==> config.mk <==
export PLATFORM = sky130hd
export DESIGN_NAME = branch_predict_unit
export DESIGN_NICKNAME = d
export VERILOG_FILES = /design/src/rtl/branch_predict_unit.sv
export SDC_FILE = /design/constraint.sdc
export NUM_CORES = 1
export LEC_CHECK = 0
export CAP_MARGIN = 40
export CELL_PAD_IN_SITES_DETAIL_PLACEMENT = 1
export CELL_PAD_IN_SITES_GLOBAL_PLACEMENT = 1
export CORE_UTILIZATION = 36
export DETAILED_ROUTE_END_ITERATION = 10
export PLACE_DENSITY_LB_ADDON = 0.25
export SYNTH_ARGS = -nofsm -noshare
export SYNTH_HDL_FRONTEND = slang
export SYNTH_SLANG_ARGS = --single-unit
==> constraint.sdc <==
create_clock -name clk -period 6.54 [get_ports clk]
set_input_delay 1.962 -clock clk [delete_from_list [all_inputs] [get_ports clk]]
set_output_delay 1.962 -clock clk [all_outputs]
set_load 0.1 [all_outputs]
**Where the registers sit**

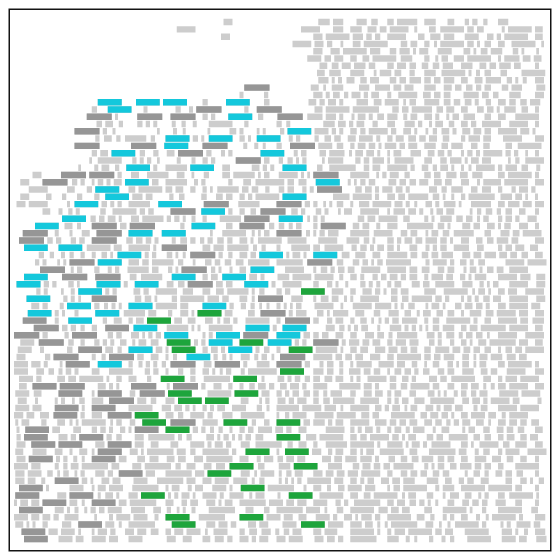
[green] perf_mispredicts | placed flops: 32 | where: bottom centre
[cyan] r_bht | placed flops: 64
not coloured: 96
Final Util: 60.3%
sequential power: 0.00134 W
sequential cell area share: 20.8%

**A small window of the routed layout**

The bar under the picture is 20 um long. Window x 25 to 75, y 25 to 75 um. Cells in grey, sequential cells in the stronger grey; small squares are vias.
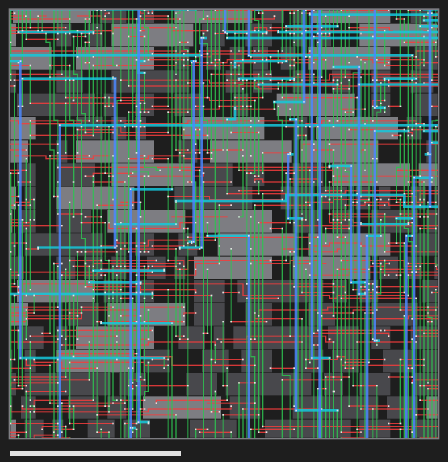
[green] metal 2
[blue] metal 4
[cyan] metal 3
[red] metal 1
most frequent: dfrtp_1 (21), clkdlybuf4s50_1 (16), a21oi_1 (15)
sequential cells in the window: 28
cells with their middle in the window: 146

**Cells coloured by class**

Fill, decap, tap and diode cells in grey.
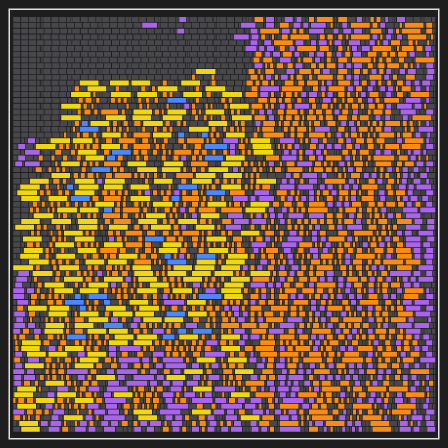
[yellow] sequential cells | cells: 192 | share of their area: 21%
[blue] clock drivers and dummy loads | cells: 32 | share of their area: 2.7%
[purple] remaining buffers and delay cells | cells: 612 | share of their area: 28%
[orange] combinational and other logic | cells: 1362 | share of their area: 48%
CORE AREA: 39000 um2
row count: 72

**Signal metal coverage by tile**

The bar under the picture is 50 um long. The die is cut into 20 by 20 equal tiles; black is low, pale yellow is high, scaled to the fullest tile. Values are wire area over tile area, all layers added.
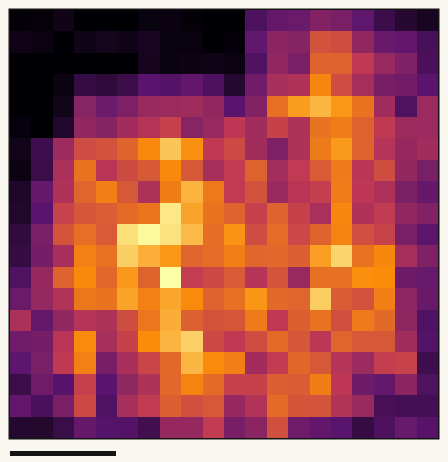
tiles over half the peak: 46%
mean over tiles: 0.30
densest ninth of the die: centre
nearly empty tiles: 5.8%
emptiest ninth of the die: upper left
fullest tile: 0.67
WL final: 72700 um
via count of the routed design: 16800
wire per inst: 26.7 um

**Placement view**

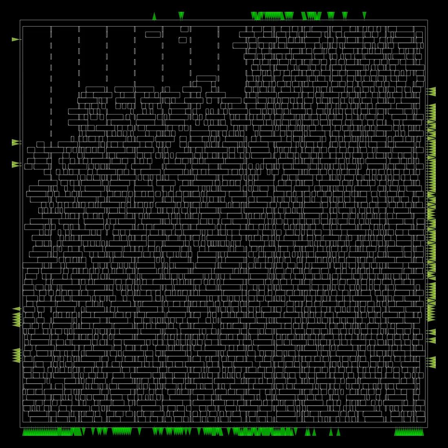
Filler Cell Count: 4223
Final Instance Count excl. Fillers: 2721
# Taps: 518

==> results_slide.txt <==
Physical Implementation Snapshot

Die
  • Fp util: 36.8%
  • Die Y: 202 um
  • Die ar.: 40700 um2
  • # IOs: 270
  • Die W: 202 um

STA
  • Period utilization: 110%
  • Final setup margin: -653 ps
  • Fmax: 139 MHz
  • Final min period: 7190 ps
  • Final hold violations: 0
  • Relative slew margins: 22.6%
  • RSZ-0062 raised after global routing: true
  • Worst Max-Slew Pin Slew: 1160 ps
  • Clock skew: 13.1 ps
  • Final setup violation count: 36
  • Worst hold slack: 510 ps
  • Setup_tns: -17520 ps
  • Slew Limit Fails: 0

Logic synthesis
  • Synth warn: 0
  • MUX area fraction: 3.51%
  • Top cells by area: dfrtp_1, dfstp_2, a21oi_1
  • Syn_nets: 1903
  • Top cell area share: 22.3%
  • Yosys adder share: 8.82%
  • Yosys reg bits: 192
  • Xor/xnor share: 9.08%
  • Synth Flop Type: dfrtp_1
  • AO/OA Area Share: 25.1%
  • Post-Syn Area: 14400 um2
  • Register share after synthesis: 34.0%
  • Cells after Synth: 1633
  • Basic Gates by Area: 15.1%
  • Cell count in the Yosys report: 1633
  • Count leader, synth: a21oi_1
  • Post-synth top cells: a21oi_1, nor2_1, dfrtp_1
  • Largest logic family: AND-OR/OR-AND gates
  • Yosys Chip Area: 14400 um2
  • Flip-flops with a built-in enable: 0
  • Post-synthesis cell type count: 71
  • Syn avg cell area: 8.79 um2
  • Synth async-reset ratio: 100%

GRT
  • Vias in the first global route: 18200
  • GRT busiest layer: met2
  • GR Util met2: 61.2%
  • GRT Residual Overflow: 0
  • Initial antenna violation count: 3
  • Global Route met1 Usage: 36.2%
  • Met3 GRT Util: 4.79%
  • Global-route usage over all layers: 33.4%
  • First-pass GRT wire length: 105000 um
  • Largest net degree at the start of global routing: 179

Place
  • DPL Wire Length: 48000 um
  • Final GP Congestion: 0.940
  • Placed standard-cell area: 21500 um2
  • Cell total after placement: 2650
  • Post-placement setup slack: -1070 ps
  • Port Buffers: 243

Setup path
  • Cells on worst reg2reg path: 11
  • CP peak stage delay: 480 ps
  • CP Buf/Inv Count: 4
  • Worst path arrival time: 5230 ps
  • Worst-path fanout max: 4
  • Worst Setup Start Kind: primary input
  • Setup crit end kind: primary output
  • Setup CP Type: primary input to primary output
  • Worst-path cell chain: clkdlybuf4s50_1, ha_1, buf_4, o21a_1, o21ai_0, nand2b_1, o311ai_0, a21oi_2, o41ai_1, xnor2_1, nor3_1, buf_4, nor3_4, buf_12
  • Slowest stage cell, crit path: clkdlybuf4s50_1
  • WP data required: 4580 ps
  • CP Depth: 14
  • Most frequent CP cell: buf_4
  • R2R setup slack: 2640 ps
  • CP delay by family, top: AND-OR/OR-AND gates

Cells and area
  • Post-Layout Inst Area: 23500 um2
  • Most used logic cell in the final layout: buf_4
  • Bufs w/o clock: 612
  • Share of cells above drive strength 1: 38.9%
  • Reg area: 4880 um2
  • Seq cells: 192
  • Non-clk buf share: 27.5%
  • Leading cell kind: combinational gates
  • Top Layout Cells: buf_4, a21oi_1, nor2_1
  • Inverter count: 57
  • Antenna Cells: 5
  • Logic area: 10700 um2
  • Nets: 2455
  • Number of logic gates: 1305
  • Clkbuf count: 17
  • Fraction of area in multi-input gates: 45.3%
  • Area grow syn2layout: 63.8%
  • Clock network area share: 2.62%

Detailed routing
  • DRC errors left: 0
  • TritonRoute pass-1 iters: 6
  • Routed Antenna Nets: 0
  • WL met3: 4520 um
  • Uppermost layer routed: met4
  • Met2 wire length: 37300 um
  • Avg Vias per Cell: 6.16
  • Initial drt markers: 1230
  • Wl on met1: 25800 um

CTS
  • Total clock buffers created by CTS: 17
  • Post-CTS Resized: 462
  • Cts-stage hold buffer count: 0
  • Clock Sinks: 192
  • Clk_lat worst skew: 450 ps
  • CTS H-tree depth: 4
  • Post-CTS Setup Inserts: 23
  • Clock root buffer: clkbuf_16
  • CTS tree: yes
  • CTS max path bufs: 2
  • Clock slew at the register clock pins of the worst setup and hold paths: 80 ps

Min path
  • Hold path cells: 1
  • Hold crit path type: flop to flop

Pwr
  • Internal Power: 0.00264 W
  • Total Power: 0.00432 W
  • Pwr/cell area: 184 nW/um2
  • Net Sw Frac: 38.8%
  • Clk pwr share: 26.0%
  • Sw power: 0.00168 W
  • Top power group: combinational cells
  • Power in combinational cells: 0.00185 W
  • Worst vdd rail ir drop: 202 uV
  • Pleak: 9.84 nW
  • Flop pwr share: 31.1%
  • Logic pwr share: 42.9%
  • Clk power: 0.00112 W

Run
  • Tool Warnings: 59
  • Max_cap viols: 0

Status
  • Outcome: finished with violations
  • Violated checks: negative setup slack
No activity file was given, so power comes from the tool's default toggle rates.
